## config.mk

```make
export PLATFORM = sky130hd
export DESIGN_NAME = booth_mult_seq
export DESIGN_NICKNAME = d
export VERILOG_FILES = /design/src/rtl/booth_pkg.sv /design/src/rtl/booth_step.sv /design/src/rtl/booth_mult_seq.sv
export SDC_FILE = /design/constraint.sdc
export NUM_CORES = 1
export LEC_CHECK = 0
export ABC_CLOCK_PERIOD_IN_PS = 3350
export CAP_MARGIN = 15
export CORE_ASPECT_RATIO = 1.5
export CORE_MARGIN = 3
export CORE_UTILIZATION = 55
export DETAILED_ROUTE_END_ITERATION = 8
export HOLD_SLACK_MARGIN = 0.05
export PLACE_DENSITY_LB_ADDON = 0.08
export SYNTH_ARGS = -nofsm -noshare
export SYNTH_HDL_FRONTEND = slang
export SYNTH_HIERARCHICAL = 1
export SYNTH_SLANG_ARGS = --single-unit
export TNS_END_PERCENT = 1
```

## constraint.sdc

```tcl
create_clock -name clk -period 3.35 [get_ports clk]
set_input_delay 0.67 -clock clk [delete_from_list [all_inputs] [get_ports clk]]
set_output_delay 0.67 -clock clk [all_outputs]
set_load 0.005 [all_outputs]
```

## src/rtl/booth_pkg.sv

```systemverilog
// Shared types and constants for the sequential radix-2 Booth multiplier.
package booth_pkg;

    typedef enum logic [1:0] {
        IDLE = 2'd0,
        RUN  = 2'd1,
        HOLD = 2'd2
    } state_e;

    // Booth pair codes for {Q[0], q_-1}; 00 and 11 are both no-ops.
    localparam logic [1:0] PAIR_NOP = 2'b00;
    localparam logic [1:0] PAIR_ADD = 2'b01;
    localparam logic [1:0] PAIR_SUB = 2'b10;

    // Counter must hold E = width+1 iterations.
    function automatic int unsigned cnt_width(input int unsigned width);
        return $clog2(width + 2);
    endfunction

endpackage

```

## src/rtl/booth_step.sv

```systemverilog
// One combinational radix-2 Booth iteration: add/sub M, then arithmetic shift of {A,Q,q_-1}.
module booth_step #(
    parameter int unsigned E = 9
) (
    input  logic [E:0]   a_i,
    input  logic [E-1:0] q_i,
    input  logic         qm1_i,
    input  logic [E-1:0] m_i,
    output logic [E:0]   a_o,
    output logic [E-1:0] q_o,
    output logic         qm1_o
);
    import booth_pkg::*;

    logic [E:0] m_ext;
    logic [E:0] a_sum;

    assign m_ext = {m_i[E-1], m_i};

    // Apply the Booth add/subtract selected by the current pair code.
    always_comb begin
        a_sum = a_i;
        case ({q_i[0], qm1_i})
            PAIR_ADD: a_sum = a_i + m_ext;
            PAIR_SUB: a_sum = a_i - m_ext;
            default:  a_sum = a_i;
        endcase
    end

    // Arithmetic right shift of the concatenated {A,Q,q_-1}, keeping A's sign.
    always_comb begin
        a_o   = {a_sum[E], a_sum[E:1]};
        q_o   = {a_sum[0], q_i[E-1:1]};
        qm1_o = q_i[0];
    end

endmodule

```

## src/rtl/booth_mult_seq.sv

```systemverilog
// Iterative radix-2 Booth multiplier with valid/ready handshakes on both sides.
module booth_mult_seq
    import booth_pkg::*;
#(
    parameter int unsigned WIDTH = 8,
    parameter int unsigned CNT_W = cnt_width(WIDTH)
) (
    input  logic               clk,
    input  logic               rst_n,
    input  logic               in_valid,
    output logic               in_ready,
    input  logic               in_signed,
    input  logic [WIDTH-1:0]   in_a,
    input  logic [WIDTH-1:0]   in_b,
    output logic               out_valid,
    input  logic               out_ready,
    output logic [2*WIDTH-1:0] out_p,
    output logic               busy
);
    localparam int unsigned E = WIDTH + 1;

    state_e             state_q, state_d;
    logic [E:0]         a_q, a_d;
    logic [E-1:0]       q_q, q_d;
    logic               qm1_q, qm1_d;
    logic [E-1:0]       m_q, m_d;
    logic [CNT_W-1:0]   cnt_q, cnt_d;
    logic [2*WIDTH-1:0] p_q, p_d;

    logic [E:0]         a_nxt;
    logic [E-1:0]       q_nxt;
    logic               qm1_nxt;
    logic               last_step;

    booth_step #(.E(E)) u_step (
        .a_i   (a_q),
        .q_i   (q_q),
        .qm1_i (qm1_q),
        .m_i   (m_q),
        .a_o   (a_nxt),
        .q_o   (q_nxt),
        .qm1_o (qm1_nxt)
    );

    assign last_step = (state_q == RUN) && (cnt_q == CNT_W'(1));

    // State register.
    always_ff @(posedge clk or negedge rst_n) begin
        if (!rst_n) state_q <= IDLE;
        else        state_q <= state_d;
    end

    // Next-state logic.
    always_comb begin
        state_d = state_q;
        case (state_q)
            IDLE:    if (in_valid)  state_d = RUN;
            RUN:     if (last_step) state_d = HOLD;
            HOLD:    if (out_ready) state_d = IDLE;
            default: state_d = IDLE;
        endcase
    end

    // Handshake and status outputs decoded from the state register.
    always_comb begin
        in_ready  = (state_q == IDLE);
        out_valid = (state_q == HOLD);
        busy      = (state_q == RUN) || (state_q == HOLD);
    end

    // Datapath next values: operand load on accept, one Booth step per RUN cycle.
    always_comb begin
        a_d   = a_q;
        q_d   = q_q;
        qm1_d = qm1_q;
        m_d   = m_q;
        cnt_d = cnt_q;
        p_d   = p_q;
        if (in_valid && in_ready) begin
            m_d   = in_signed ? {in_a[WIDTH-1], in_a} : {1'b0, in_a};
            q_d   = in_signed ? {in_b[WIDTH-1], in_b} : {1'b0, in_b};
            a_d   = '0;
            qm1_d = 1'b0;
            cnt_d = CNT_W'(E);
        end else if (state_q == RUN) begin
            a_d   = a_nxt;
            q_d   = q_nxt;
            qm1_d = qm1_nxt;
            cnt_d = cnt_q - CNT_W'(1);
            // Product is captured from the final step's outputs so out_p is valid with out_valid.
            if (last_step) p_d = {a_nxt[WIDTH-2:0], q_nxt};
        end
    end

    // Datapath and result registers.
    always_ff @(posedge clk or negedge rst_n) begin
        if (!rst_n) begin
            a_q   <= '0;
            q_q   <= '0;
            qm1_q <= 1'b0;
            m_q   <= '0;
            cnt_q <= '0;
            p_q   <= '0;
        end else begin
            a_q   <= a_d;
            q_q   <= q_d;
            qm1_q <= qm1_d;
            m_q   <= m_d;
            cnt_q <= cnt_d;
            p_q   <= p_d;
        end
    end

    assign out_p = p_q;

endmodule

```

clocks.png
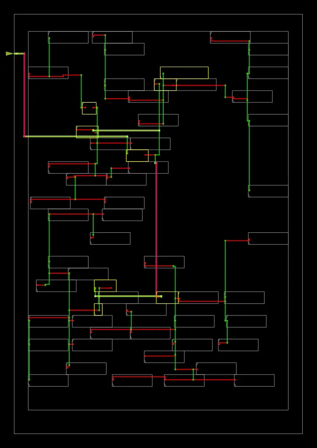
number of buffers created by CTS: 5
Clock Sink Count: 51
final setup skew: 0.01111 ns
number of clock buffers in the layout: 5

layer_met1.png
Supply wires on this layer in grey.
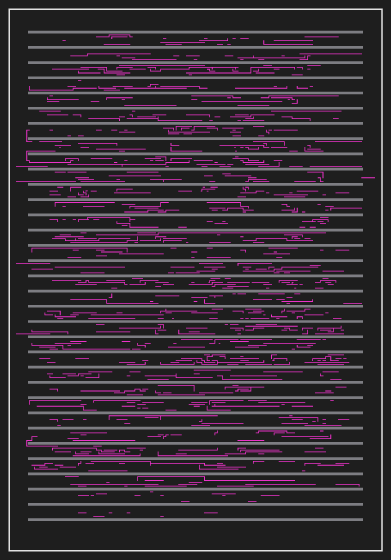
share of all routed wire: 40%
wire length on this layer: 2310 um
main direction: horizontal
longest straight run: 29.9 um
met1 Use GR: 23.54%
final WL: 5.808 mm
vias post-DR: 2074

power_grid.png
Pins as bars on the die edge.
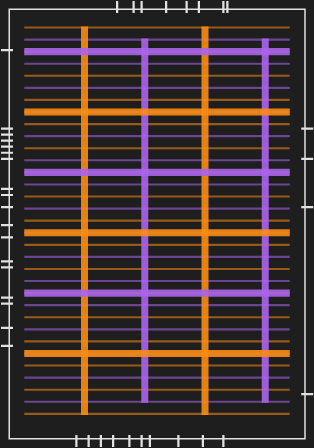
[orange] VSS
[purple] VDD
signal pins: 40
met1 rails: 33
rows: 32
overall die height: 96.42 um
CORE AREA: 5205 um2
Chip Width: 66.28 um
Worst VDD drop: 0.0006613 V

logic_types.png
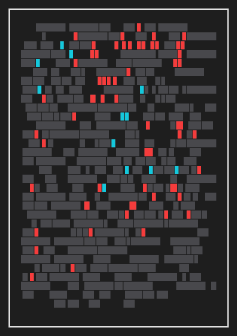
[cyan] inv cells | cells: 12
[red] nand cells | cells: 56
number of standard cells in the layout, taps in and fillers out: 388
logic gate fraction of the total cell area: 44.04%
most common cell after layout, fill and taps aside: sky130_fd_sc_hd__dfrtp_1

[routing by layer]
layer | track usage (%) | vias to the layer above
li1 | - | 1024
met1 | 23.54 | 1011
met2 | 35.46 | 33
met3 | 3.588 | 6
met4 | 5.932 | 0
met5 | 0 | -
[cell type report]
| type | instances | area, um2 |
|---|---|---|
| clock buffers | 5 | 68.82 |
| clock inverters | 3 | 43.79 |
| fillers | 438 | 1762 |
| inverters | 12 | 45.04 |
| multi-input cells | 207 | 1516 |
| flip-flops and latches | 51 | 1276 |
| well taps | 68 | 85.08 |
| repair buffers | 42 | 407.9 |
[power by group through the flow]
| stage | sequential (mW) | combinational (mW) | clock (mW) |
|---|---|---|---|
| after global placement | 1.13 | 2.42 | 0 |
| final | 1.12 | 2.44 | 0.438 |
| after detailed placement | 1.14 | 2.46 | 0 |
| after floorplan | 1.07 | 1.96 | 0 |
| after CTS | 1.13 | 2.48 | 0.444 |
| after global routing | 1.17 | 2.76 | 0.466 |
[flip-flops by register name (all words and copies together) (netlist names)]
signal	count
state_q	2
out_p	16
cnt_q	4
a_q	10
m_q	9
qm1_q	1
q_q	9
[cell usage after synthesis (all sizes together), types with 2 or more instances]
cell type   n
a21o        3
inv        12
a31oi       3
mux2       19
nor2       19
xor2        5
or3b        2
nand2      50
mux2i      21
o21ai      22
nor2b       3
nand3       2
nor3        4
buf        17
nand2b      2
clkbuf      7
ha         17
dfrtp      51
a21oi       9
xnor2      13
[final timing paths]
check / start / endpoint
max in group asynchronous: rst_n / out_p[1]
worst min register to register: out_p[14] / out_p[14]
worst min-delay path: rst_n / a_q[9]
worst max-delay path: m_q[2] / a_q[8]
worst max register to register: m_q[2] / a_q[8]
min in group clk: out_p[14] / out_p[14]
[critical path, stage by stage (launching register included)]
cell and delay [ns]:
sky130_fd_sc_hd__dfrtp_1 0.45, sky130_fd_sc_hd__nor3_2 0.26, sky130_fd_sc_hd__nor3b_1 0.29, sky130_fd_sc_hd__nor2_1 0.09, sky130_fd_sc_hd__xnor2_1 0.14, sky130_fd_sc_hd__ha_1 0.36
sky130_fd_sc_hd__a21o_1 0.21, sky130_fd_sc_hd__a21oi_2 0.14, sky130_fd_sc_hd__o21ai_1 0.12, sky130_fd_sc_hd__o31a_1 0.33, sky130_fd_sc_hd__xnor2_1 0.19, sky130_fd_sc_hd__mux2i_1 0.10
sky130_fd_sc_hd__nor2_1 0.10
[metrics by stage]
step                      setup slack, ns  power, mW  hold WS, ns  instances  cell area (um2)
after floorplan                    0.7033      3.034       0.3744        294             2998
after global placement             0.5371      3.547       0.4912        380             3331
after detailed placement           0.5237      3.601       0.4991        380             3331
after CTS                          0.4909      4.052       0.3317        388             3443
after global routing               0.2347      4.389       0.3519        388             3443
final                              0.4978      4.002       0.3188        388             3443
[logic make-up after synthesis]
logic type      synth area share [%]
fa+ha+maj                      7.763
flops                          42.57
compound gates                 8.807
buf+inv                        6.845
xor+xnor                       5.259
mux                            15.40
simple gates                   13.36
==> reports/qor.csv <==
stage,metric,value,unit
power,switching component of the power,1.686,mW
logic_synthesis,"Async S/R FF share, synth",100.0,%
clocking,CTS tree,done,
logic_synthesis,yosys stat chip area,2998,um2
global_route,total gr overflow,0,
clocking,clock buffer depth,2,
logic_synthesis,post-synthesis net count,333,
logic_synthesis,Syn Inst Count,294,
logic_synthesis,post-synthesis average cell area,10.20,um2
global_route,first-pass GRT wire length,9.749,mm
logic_synthesis,post-synth top area cell,sky130_fd_sc_hd__dfrtp_1,
status,outcome,"complete, no violations",
cells_and_area,Area growth syn-to-layout,14.86,%
timing,unrepaired setup endpoints after global routing,no,
logic_synthesis,# Cells Yosys,294,
timing,ratio of final minimum period to clock period,85.14,%
clocking,cts repair resizes,0,
power,part of the total power dissipated in the clock network,10.9,%
clocking,insertion delay of the later-clocked pin in the worst-skew pair,0.31,ns
worst_setup_path,element type at the critical path start,flip-flop,
route,metal2 WL,3.235,mm
floorplan,core utilization at floorplan,57.60,%
logic_synthesis,main area contributors,"sky130_fd_sc_hd__dfrtp_1, sky130_fd_sc_hd__ha_1, sky130_fd_sc_hd__mux2i_1",
power,logic gate share of total power,61.0,%
clocking,post-CTS setup repair buffer count,0,
Power figures rest on the tool's default switching activity, not on a simulated workload.
